`src/rtl/decode_stage_pkg.sv`:
```
// Shared RISC-V encoding constants and types for the decode stage.
package decode_stage_pkg;

  // Major opcodes
  localparam logic [6:0] RISCV_LOAD      = 7'b0000011;
  localparam logic [6:0] RISCV_MISC_MEM  = 7'b0001111;
  localparam logic [6:0] RISCV_OP_IMM    = 7'b0010011;
  localparam logic [6:0] RISCV_AUIPC     = 7'b0010111;
  localparam logic [6:0] RISCV_OP_IMM_32 = 7'b0011011;
  localparam logic [6:0] RISCV_STORE     = 7'b0100011;
  localparam logic [6:0] RISCV_OP        = 7'b0110011;
  localparam logic [6:0] RISCV_LUI       = 7'b0110111;
  localparam logic [6:0] RISCV_OP_32     = 7'b0111011;
  localparam logic [6:0] RISCV_BRANCH    = 7'b1100011;
  localparam logic [6:0] RISCV_JALR      = 7'b1100111;
  localparam logic [6:0] RISCV_JAL       = 7'b1101111;
  localparam logic [6:0] RISCV_SYSTEM    = 7'b1110011;

  // Load widths
  localparam logic [2:0] LOAD_LB  = 3'b000;
  localparam logic [2:0] LOAD_LH  = 3'b001;
  localparam logic [2:0] LOAD_LW  = 3'b010;
  localparam logic [2:0] LOAD_LD  = 3'b011;
  localparam logic [2:0] LOAD_LBU = 3'b100;
  localparam logic [2:0] LOAD_LHU = 3'b101;
  localparam logic [2:0] LOAD_LWU = 3'b110;

  // Store widths
  localparam logic [2:0] STORE_SB = 3'b000;
  localparam logic [2:0] STORE_SH = 3'b001;
  localparam logic [2:0] STORE_SW = 3'b010;
  localparam logic [2:0] STORE_SD = 3'b011;

  // Branch conditions
  localparam logic [2:0] BRANCH_BEQ  = 3'b000;
  localparam logic [2:0] BRANCH_BNE  = 3'b001;
  localparam logic [2:0] BRANCH_BLT  = 3'b100;
  localparam logic [2:0] BRANCH_BGE  = 3'b101;
  localparam logic [2:0] BRANCH_BLTU = 3'b110;
  localparam logic [2:0] BRANCH_BGEU = 3'b111;

  // ALU func3 / func7 codes
  localparam logic [2:0] FUNC3_ADD    = 3'b000;
  localparam logic [2:0] FUNC3_SLL    = 3'b001;
  localparam logic [2:0] FUNC3_SRL    = 3'b101;
  localparam logic [6:0] FUNC7_BASE   = 7'b0000000;
  localparam logic [6:0] FUNC7_ALT    = 7'b0100000;
  localparam logic [6:0] FUNC7_MULDIV = 7'b0000001;

  typedef enum logic [1:0] {
    SKID_EMPTY = 2'd0,
    SKID_ONE   = 2'd1,
    SKID_TWO   = 2'd2
  } skid_state_e;

  typedef enum logic [2:0] {
    IMM_NONE = 3'd0,
    IMM_I    = 3'd1,
    IMM_S    = 3'd2,
    IMM_B    = 3'd3,
    IMM_U    = 3'd4,
    IMM_J    = 3'd5
  } imm_fmt_e;

  typedef struct packed {
    logic [6:0] opcode;
    logic [2:0] func3;
    logic [6:0] func7;
    logic [4:0] rs1;
    logic [4:0] rs2;
    logic [4:0] rd;
    logic       illegal;
  } dec_fields_t;

  // Register-register legality; word_op selects the OP-32 subset.
  function automatic logic reg_op_legal(input logic [2:0] func3, input logic [6:0] func7,
                                        input logic m_ok, input logic word_op);
    logic ok;
    case (func7)
      FUNC7_BASE:   ok = word_op ? ((func3 == FUNC3_ADD) || (func3 == FUNC3_SLL) ||
                                    (func3 == FUNC3_SRL)) : 1'b1;
      FUNC7_ALT:    ok = (func3 == FUNC3_ADD) || (func3 == FUNC3_SRL);
      // W mul/div family: mulw, divw, divuw, remw, remuw
      FUNC7_MULDIV: ok = m_ok && (word_op ? ((func3 == 3'b000) || func3[2]) : 1'b1);
      default:      ok = 1'b0;
    endcase
    return ok;
  endfunction

endpackage

```
`src/rtl/decode_stage_instr_decode.sv`:
```
// Combinational RV32I/RV64I decoder: fields, immediate and legality.
module instr_decode
  import decode_stage_pkg::*;
#(
  parameter int XLEN     = 32,
  parameter int ENABLE_M = 0
) (
  input  logic [31:0]     instr,
  output logic [6:0]      opcode,
  output logic [2:0]      func3,
  output logic [6:0]      func7,
  output logic [4:0]      rs1,
  output logic [4:0]      rs2,
  output logic [4:0]      rd,
  output logic [XLEN-1:0] imm,
  output logic            illegal
);

  localparam logic IS_RV64 = (XLEN == 64);
  localparam logic M_OK    = (ENABLE_M != 0);

  imm_fmt_e fmt_s;
  logic     bad_enc_s;
  logic     illegal_s;

  assign opcode  = instr[6:0];
  assign func3   = instr[14:12];
  assign func7   = instr[31:25];
  assign rs1     = instr[19:15];
  assign rs2     = instr[24:20];
  assign rd      = instr[11:7];
  assign illegal_s = bad_enc_s || (instr[1:0] != 2'b11);
  assign illegal = illegal_s;

  // Classify the opcode: immediate format and encoding legality
  always_comb begin
    fmt_s     = IMM_NONE;
    bad_enc_s = 1'b0;
    case (opcode)
      RISCV_LOAD: begin
        fmt_s = IMM_I;
        case (func3)
          LOAD_LB, LOAD_LH, LOAD_LW, LOAD_LBU, LOAD_LHU: bad_enc_s = 1'b0;
          LOAD_LD, LOAD_LWU:                             bad_enc_s = !IS_RV64;
          default:                                       bad_enc_s = 1'b1;
        endcase
      end
      RISCV_STORE: begin
        fmt_s = IMM_S;
        case (func3)
          STORE_SB, STORE_SH, STORE_SW: bad_enc_s = 1'b0;
          STORE_SD:                     bad_enc_s = !IS_RV64;
          default:                      bad_enc_s = 1'b1;
        endcase
      end
      RISCV_BRANCH: begin
        fmt_s = IMM_B;
        case (func3)
          BRANCH_BEQ, BRANCH_BNE, BRANCH_BLT,
          BRANCH_BGE, BRANCH_BLTU, BRANCH_BGEU: bad_enc_s = 1'b0;
          default:                              bad_enc_s = 1'b1;
        endcase
      end
      RISCV_JALR: begin
        fmt_s     = IMM_I;
        bad_enc_s = (func3 != 3'b000);
      end
      RISCV_LUI, RISCV_AUIPC: fmt_s = IMM_U;
      RISCV_JAL:              fmt_s = IMM_J;
      RISCV_OP_IMM: begin
        fmt_s = IMM_I;
        // On RV64 instr[25] is shamt[5], so only instr[31:26] qualifies the shift
        case (func3)
          FUNC3_SLL: bad_enc_s = IS_RV64 ? (instr[31:26] != 6'b000000) : (func7 != FUNC7_BASE);
          FUNC3_SRL: bad_enc_s = IS_RV64 ?
                       !((instr[31:26] == 6'b000000) || (instr[31:26] == 6'b010000)) :
                       !((func7 == FUNC7_BASE) || (func7 == FUNC7_ALT));
          default:   bad_enc_s = 1'b0;
        endcase
      end
      RISCV_OP_IMM_32: begin
        fmt_s = IMM_I;
        case (func3)
          FUNC3_ADD: bad_enc_s = !IS_RV64;
          FUNC3_SLL: bad_enc_s = !IS_RV64 || (func7 != FUNC7_BASE);
          FUNC3_SRL: bad_enc_s = !IS_RV64 || !((func7 == FUNC7_BASE) || (func7 == FUNC7_ALT));
          default:   bad_enc_s = 1'b1;
        endcase
      end
      RISCV_OP:       bad_enc_s = !reg_op_legal(func3, func7, M_OK, 1'b0);
      RISCV_OP_32:    bad_enc_s = !IS_RV64 || !reg_op_legal(func3, func7, M_OK, 1'b1);
      RISCV_MISC_MEM: bad_enc_s = (func3 != 3'b000);
      RISCV_SYSTEM:   bad_enc_s = (func3 == 3'b100);
      default:        bad_enc_s = 1'b1;
    endcase
  end

  // Assemble the sign-extended immediate; forced to zero for illegal words
  always_comb begin
    imm = {XLEN{1'b0}};
    if (illegal_s) begin
      imm = {XLEN{1'b0}};
    end else begin
      case (fmt_s)
        IMM_I:   imm = {{(XLEN-11){instr[31]}}, instr[30:20]};
        IMM_S:   imm = {{(XLEN-11){instr[31]}}, instr[30:25], instr[11:7]};
        IMM_B:   imm = {{(XLEN-12){instr[31]}}, instr[7], instr[30:25], instr[11:8], 1'b0};
        IMM_U:   imm = {{(XLEN-31){instr[31]}}, instr[30:12], 12'h000};
        IMM_J:   imm = {{(XLEN-20){instr[31]}}, instr[19:12], instr[20], instr[30:21], 1'b0};
        default: imm = {XLEN{1'b0}};
      endcase
    end
  end

endmodule

```
`src/rtl/decode_stage.sv`:
```
// Registered decode stage with a two-entry skid buffer between fetch and execute.
module decode_stage
  import decode_stage_pkg::*;
#(
  parameter int XLEN     = 32,
  parameter int ENABLE_M = 0
) (
  input  logic            clk,
  input  logic            reset,
  input  logic            flush,
  input  logic            in_valid,
  output logic            in_ready,
  input  logic [31:0]     in_instr,
  input  logic [XLEN-1:0] in_pc,
  output logic            out_valid,
  input  logic            out_ready,
  output logic [XLEN-1:0] out_pc,
  output logic [6:0]      out_opcode,
  output logic [2:0]      out_func3,
  output logic [6:0]      out_func7,
  output logic [4:0]      out_rs1,
  output logic [4:0]      out_rs2,
  output logic [4:0]      out_rd,
  output logic [XLEN-1:0] out_imm,
  output logic            out_illegal
);

  dec_fields_t     dec_fields_s;
  logic [XLEN-1:0] dec_imm_s;

  skid_state_e     state_r;
  skid_state_e     state_next_s;
  logic            in_ready_r;
  logic            out_valid_r;
  logic            accept_s;
  logic            drain_s;
  logic            load_out_new_s;
  logic            load_out_skid_s;
  logic            load_skid_s;

  dec_fields_t     out_fields_r;
  logic [XLEN-1:0] out_pc_r;
  logic [XLEN-1:0] out_imm_r;
  dec_fields_t     skid_fields_r;
  logic [XLEN-1:0] skid_pc_r;
  logic [XLEN-1:0] skid_imm_r;

  instr_decode #(.XLEN(XLEN), .ENABLE_M(ENABLE_M)) u_decode (
    .instr   (in_instr),
    .opcode  (dec_fields_s.opcode),
    .func3   (dec_fields_s.func3),
    .func7   (dec_fields_s.func7),
    .rs1     (dec_fields_s.rs1),
    .rs2     (dec_fields_s.rs2),
    .rd      (dec_fields_s.rd),
    .imm     (dec_imm_s),
    .illegal (dec_fields_s.illegal)
  );

  // in_ready comes straight from a flop, so accept never depends on out_ready
  assign accept_s = in_valid && in_ready_r;
  assign drain_s  = out_valid_r && out_ready;

  // Occupancy state register; ready/valid flags registered from the next state
  always_ff @(posedge clk) begin
    if (reset) begin
      state_r     <= SKID_EMPTY;
      out_valid_r <= 1'b0;
      in_ready_r  <= 1'b0;
    end else begin
      state_r     <= state_next_s;
      out_valid_r <= (state_next_s != SKID_EMPTY);
      in_ready_r  <= (state_next_s != SKID_TWO);
    end
  end

  // Next occupancy from the handshakes; flush overrides everything
  always_comb begin
    state_next_s = state_r;
    if (flush) begin
      state_next_s = SKID_EMPTY;
    end else begin
      case (state_r)
        SKID_EMPTY: state_next_s = accept_s ? SKID_ONE : SKID_EMPTY;
        SKID_ONE: begin
          if (accept_s && !drain_s) begin
            state_next_s = SKID_TWO;
          end else if (!accept_s && drain_s) begin
            state_next_s = SKID_EMPTY;
          end else begin
            state_next_s = SKID_ONE;
          end
        end
        SKID_TWO:   state_next_s = drain_s ? SKID_ONE : SKID_TWO;
        default:    state_next_s = SKID_EMPTY;
      endcase
    end
  end

  // Steer the data-register loads for this cycle's transfers
  always_comb begin
    load_out_new_s  = 1'b0;
    load_out_skid_s = 1'b0;
    load_skid_s     = 1'b0;
    if (flush) begin
      load_out_new_s  = 1'b0;
    end else begin
      case (state_r)
        SKID_EMPTY: load_out_new_s = accept_s;
        SKID_ONE: begin
          load_out_new_s = accept_s && drain_s;
          load_skid_s    = accept_s && !drain_s;
        end
        SKID_TWO:   load_out_skid_s = drain_s;
        default:    load_out_new_s  = 1'b0;
      endcase
    end
  end

  // Output and skid data registers; output holds unless a load is steered in
  always_ff @(posedge clk) begin
    if (reset) begin
      out_fields_r  <= '0;
      out_pc_r      <= {XLEN{1'b0}};
      out_imm_r     <= {XLEN{1'b0}};
      skid_fields_r <= '0;
      skid_pc_r     <= {XLEN{1'b0}};
      skid_imm_r    <= {XLEN{1'b0}};
    end else begin
      if (load_out_new_s) begin
        out_fields_r <= dec_fields_s;
        out_pc_r     <= in_pc;
        out_imm_r    <= dec_imm_s;
      end else if (load_out_skid_s) begin
        out_fields_r <= skid_fields_r;
        out_pc_r     <= skid_pc_r;
        out_imm_r    <= skid_imm_r;
      end
      if (load_skid_s) begin
        skid_fields_r <= dec_fields_s;
        skid_pc_r     <= in_pc;
        skid_imm_r    <= dec_imm_s;
      end
    end
  end

  assign in_ready    = in_ready_r;
  assign out_valid   = out_valid_r;
  assign out_pc      = out_pc_r;
  assign out_opcode  = out_fields_r.opcode;
  assign out_func3   = out_fields_r.func3;
  assign out_func7   = out_fields_r.func7;
  assign out_rs1     = out_fields_r.rs1;
  assign out_rs2     = out_fields_r.rs2;
  assign out_rd      = out_fields_r.rd;
  assign out_imm     = out_imm_r;
  assign out_illegal = out_fields_r.illegal;

endmodule

```
`config.mk`:
```
export PLATFORM = sky130hd
export DESIGN_NAME = decode_stage
export DESIGN_NICKNAME = d
export VERILOG_FILES = /design/src/rtl/decode_stage_pkg.sv /design/src/rtl/decode_stage_instr_decode.sv /design/src/rtl/decode_stage.sv
export SDC_FILE = /design/constraint.sdc
export NUM_CORES = 1
export LEC_CHECK = 0
export CAP_MARGIN = 20
export CORE_ASPECT_RATIO = 1.4
export CORE_MARGIN = 2
export CORE_UTILIZATION = 41
export DETAILED_ROUTE_END_ITERATION = 6
export PLACE_DENSITY = 0.66
export SLEW_MARGIN = 20
export SYNTH_ARGS = -nofsm -noshare
export SYNTH_HDL_FRONTEND = slang
export SYNTH_SLANG_ARGS = --single-unit
```
`constraint.sdc`:
```
create_clock -name clk -period 7 [get_ports clk]
set_input_delay 1.4 -clock clk [delete_from_list [all_inputs] [get_ports clk]]
set_output_delay 1.4 -clock clk [all_outputs]
set_load 0.02 [all_outputs]
```
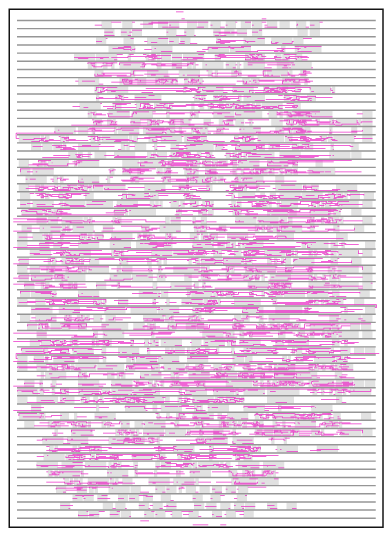
Fig. 1. M1 wires.
Drawn at 3 px/um. Supply wires on this layer in grey. Cells faint in the background.
nets with wire on the layer: 1,086
main direction: horizontal
wire length on this layer: 10,500 um
longest straight run: 37.3 um
share of all routed wire: 42%
routed via count: 7,901
total wire length: 25,000 um
GR met1 Demand/Resource: 0.295

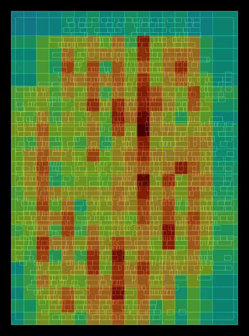
Fig. 2. Track usage over the die.
GRT met3 Usage: 0.0452
Finished Core Util: 0.534
GRT Total Usage: 0.232
met2 Usage GRT: 0.388

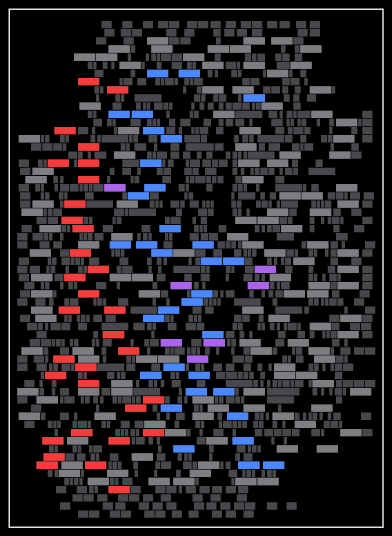
Fig. 3. Sequential cells coloured by netlist name.
Drawn at 3 px/um. Other sequential cells in the stronger grey, the rest of the logic in the fainter grey.
legend:
  skid_pc_r:
    colour: red
    sequential_cells: 32
  out_func7:
    colour: purple
    sequential_cells: 7
    where: centre
  skid_fields_r:
    colour: blue
    sequential_cells: 33

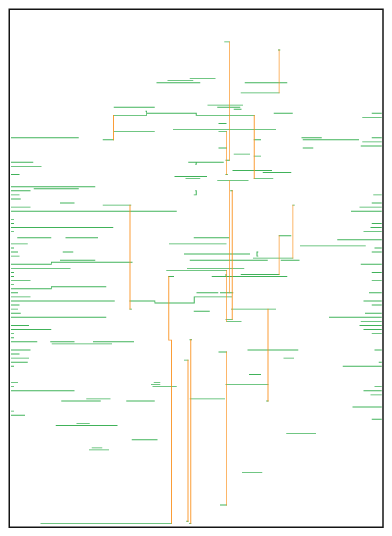
Fig. 4. Signal wires by layer.
Drawn at 3 px/um. Only two layers are drawn.
legend:
  M4:
    colour: orange
    wire_length: 540 um
  M3:
    colour: green
    wire_length: 1,540 um
DR WL/cell: 18.0 um

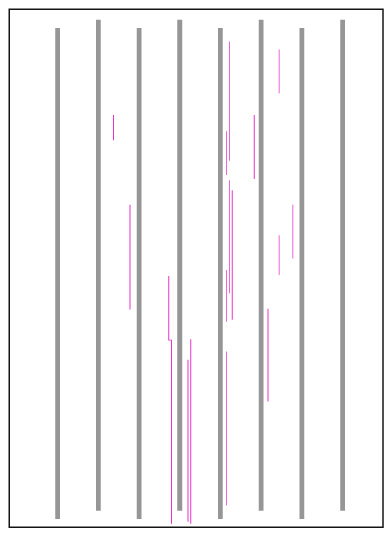
Fig. 5. Metal 4.
Drawn at 3 px/um. Supply wires on this layer in grey.
wire length on this layer: 540 um
longest straight run: 61.2 um

==> job_summary.md <==
### Flow metrics

| Metric | Value |
|---|---|
| IO Port Bufs | 167 |
| Comb area share | 0.370 |
| Clk_lat worst skew | 0.43 ns |
| Largest net degree at the start of global routing | 108 |
| Vias/cell | about 5.7 |
| Placed cells | 1,355 |
| Hold path depth | 2 |
| WHS | about 0.44 ns |
| Yosys top cell by area | dfxtp_1 |
| Nets at Floorplan | 1,098 |
| Logic area | 0.00392 mm^2 |
| Levels on crit path | 11 |
| CP peak stage delay | approximately 0.80 ns |
| Fillers | between 1,500 and 2,000 |
| Top pwr grp | sequential cells |
| Max-slew violations | 0 |
| Hold Violations, Final | 0 |
| RePlAce Congestion | 0.828 |
| R2R Path Start | out_valid$_SDFF_PP0_ |
| Clock network area share | 0.0574 |
| Boundary Pins | 168 |
| Peak VDD IR | 0.000135 V |
| MI comb cells | 716 |
| Place WS | 1.79 ns |
| Seq share, synth | 0.479 |
| Non-clock buffer share | 0.165 |
| Non-Clock Buffer Count | 177 |
| Fraction of registers with async set/reset | 0 |
| Tap cells | 252 |
| Finished Layout Cells | approximately 1,400 |
| Max reg flops | 33 |
| Post-synthesis cell type count | between 50 and 60 |
| Status | completed |
| CP endpoint kind | register |
| Hold Crit Class | register to register |
| Crit path top cell by count | nand2_1 |
| Switch share | 0.269 |
| Synthesized instance count | 1,027 |
| Root buffer cell | clkbuf_16 |
| N_diodes | 0 |
| Layout cells sized above 1 | 0.0502 |
| Inverter count | 12 |
| Achievable frequency | 209 MHz |
| Setup TNS | 0 ns |
| Critical path capture point | out_rd[2]$_SDFFE_PP0P_ |
| Buf+Inv Stages, Crit Path | 4 |
| Cell-internal power | ~1.8 mW |
| Chip Width | 124 um |
| Drc violations | 0 |
| Layout area overhead | 28.0% |
| Largest cell class | sequential cells |
| FF/Latch Area | just under 0.004 mm^2 |
| Crit path from | out_ready |
| RSZ-0062 raised after global routing | no |
| Top cells by count, synth | nand2_1 (239), dfxtp_1 (198), a21oi_1 (160) |
| R2R depth | 10 |
| Syn_area_per_cell | about 8.1 um^2 |
| First-pass GRT wire length | roughly 39,000 um |
| Flops | between 150 and 200 |
| Hold-fix buffers, CTS | 0 |
| Post-synth EDFFs | 0 |
| Final setup fails | 0 |
| Pre-Place Util | 0.417 |
| Most used routing layer | met2 |
| Met1 WL | ~10,000 um |
| CTS H-Tree Depth | 4 |
| Chip Area | 0.0214 mm^2 |
| R2R Path End | out_rd[2]$_SDFFE_PP0P_ |
| Cell area after synthesis | 0.00828 mm^2 |
| Sequence of cells on the critical path | clkdlybuf4s50_1 > nand2_1 > clkinv_1 > ha_1 > nand2_1 > a21o_2 > buf_4 > a21o_2 > buf_4 > nand2_1 > a21oi_1 |
| Seq area share | 0.374 |
| Tool warnings | 29 |
| Primary FF master, synth | dfxtp_1 |
| Clock buffers | 17 |
| CTS Buffer Depth | 2 |
| Maximum fanout along the worst path | 47 |
| Initial antenna violation count | 0 |
| Comb pwr share | 0.099 |
| Setup WS post-layout | 2.21 ns |
| DP Area | 0.00999 mm^2 |
| Clk sinks | 198 |
| Hold Crit Endpoint | skid_imm_r[2]$_SDFFE_PP0P_ |
| Clock network power | 1.01 mW |
| HPWL Detailed | 16,200 um |
| Register with the most flip-flops | skid_fields_r |
| Most frequent logic cell in the layout | nand2_1 |
| TritonCTS clock tree | done |
| Synth top area share | 0.479 |
| Yosys top cell by instances | nand2_1 |
| Sequential power | 1.15 mW |
| Critical Path Start Type | input pin |
| Final Power | 2.40 mW |
| Min Tclk post-route | between 4 and 5 ns |
| Core area | 0.0198 mm^2 |
| Worst Min Path Start | skid_imm_r[2]$_SDFFE_PP0P_ |
| Leakage | around 3.4 nW |
| Clock transition at path regs | 0.07 ns |
| Drt first pass iters | 5 |
| Post-synth area hogs | dfxtp_1 (48%), nand2_1 (11%), a21oi_1 (9.7%) |
| Via count of the first global-routing pass | 7,306 |
| Number of gates resized after cts | 0 |
| Switch Pwr | 0.647 mW |
| Total CTS buffers | 17 |
| Period utilization | 0.684 |
| Slowest CP cell | a21o_2 |
| Vertical die size | about 170 um |
| Worst Path Required | 7.35 ns |
| Post-Route Skew | roughly 0.0097 ns |
| Post-synth regs | 198 |
| CP top delay family | buffers and inverters |
| Max Cap Viol | 0 |
| Grt ovf | 0 |
| Comb. pwr | 0.238 mW |
| Clock power share | 0.420 |
| Crit Path Category | input pin to register |
| Measured slew at the worst slew-check pin | 1.09 ns |
| Most instantiated logic cells after routing | nand2_1 (239), dfxtp_1 (198), clkdlybuf4s50_1 (166), a21oi_1 (159), o221ai_1 (64) |
| Chip area line of the yosys report | 0.00828 mm^2 |
| Uppermost layer routed | met4 |
| Post-CTS setup buffer count | 0 |
| Worst R2R Setup Slack | 3.26 ns |
| Relative slew slack | 0.270 |
| Cell Pwr Density | between 200 and 250 mW/mm^2 |
| Yosys warning total | 0 |
| Post-route ant nets | 0 |
| Reg power frac | 0.481 |
| Row cnt | 61 |
| # Cells Yosys | between 1,000 and 1,500 |
| Nets | 1,193 |
| Met3 WL | 1540 um |
| Initial DRC Count | around 650 |
| Routed wl met2 | 12,400 um |
| Fin area | 0.0106 mm^2 |
| CP arrival | 5.14 ns |
[logic make-up (layout without fill, tap and decap cells)]
| kind of cell | Yosys count | after routing | share of synthesized area |
|---|---|---|---|
| adder cells (fa/ha/maj) | 2 | 2 | 0.00302 |
| AND-OR/OR-AND | 340 | 340 | 0.264 |
| buffers and inverters | 113 | 221 | 0.0527 |
| flip-flops | 198 | 198 | 0.479 |
| XOR/XNOR | 1 | 1 | 0.00106 |
| AND/OR/NAND/NOR | 371 | 371 | 0.198 |
| multiplexers | 2 | 2 | 0.00242 |
[worst register-to-register path, cell delays in order (launching register included)]
cell and delay, ns:
dfxtp_1 0.31, nand2_1 0.14, clkinv_1 0.22, ha_1 0.28, nand2_1 0.08, a21o_2 0.61
buf_4 0.53, a21o_2 0.80, buf_4 0.44, nand2_1 0.11, a21oi_1 0.14
Power and IR drop assume default switching activity.
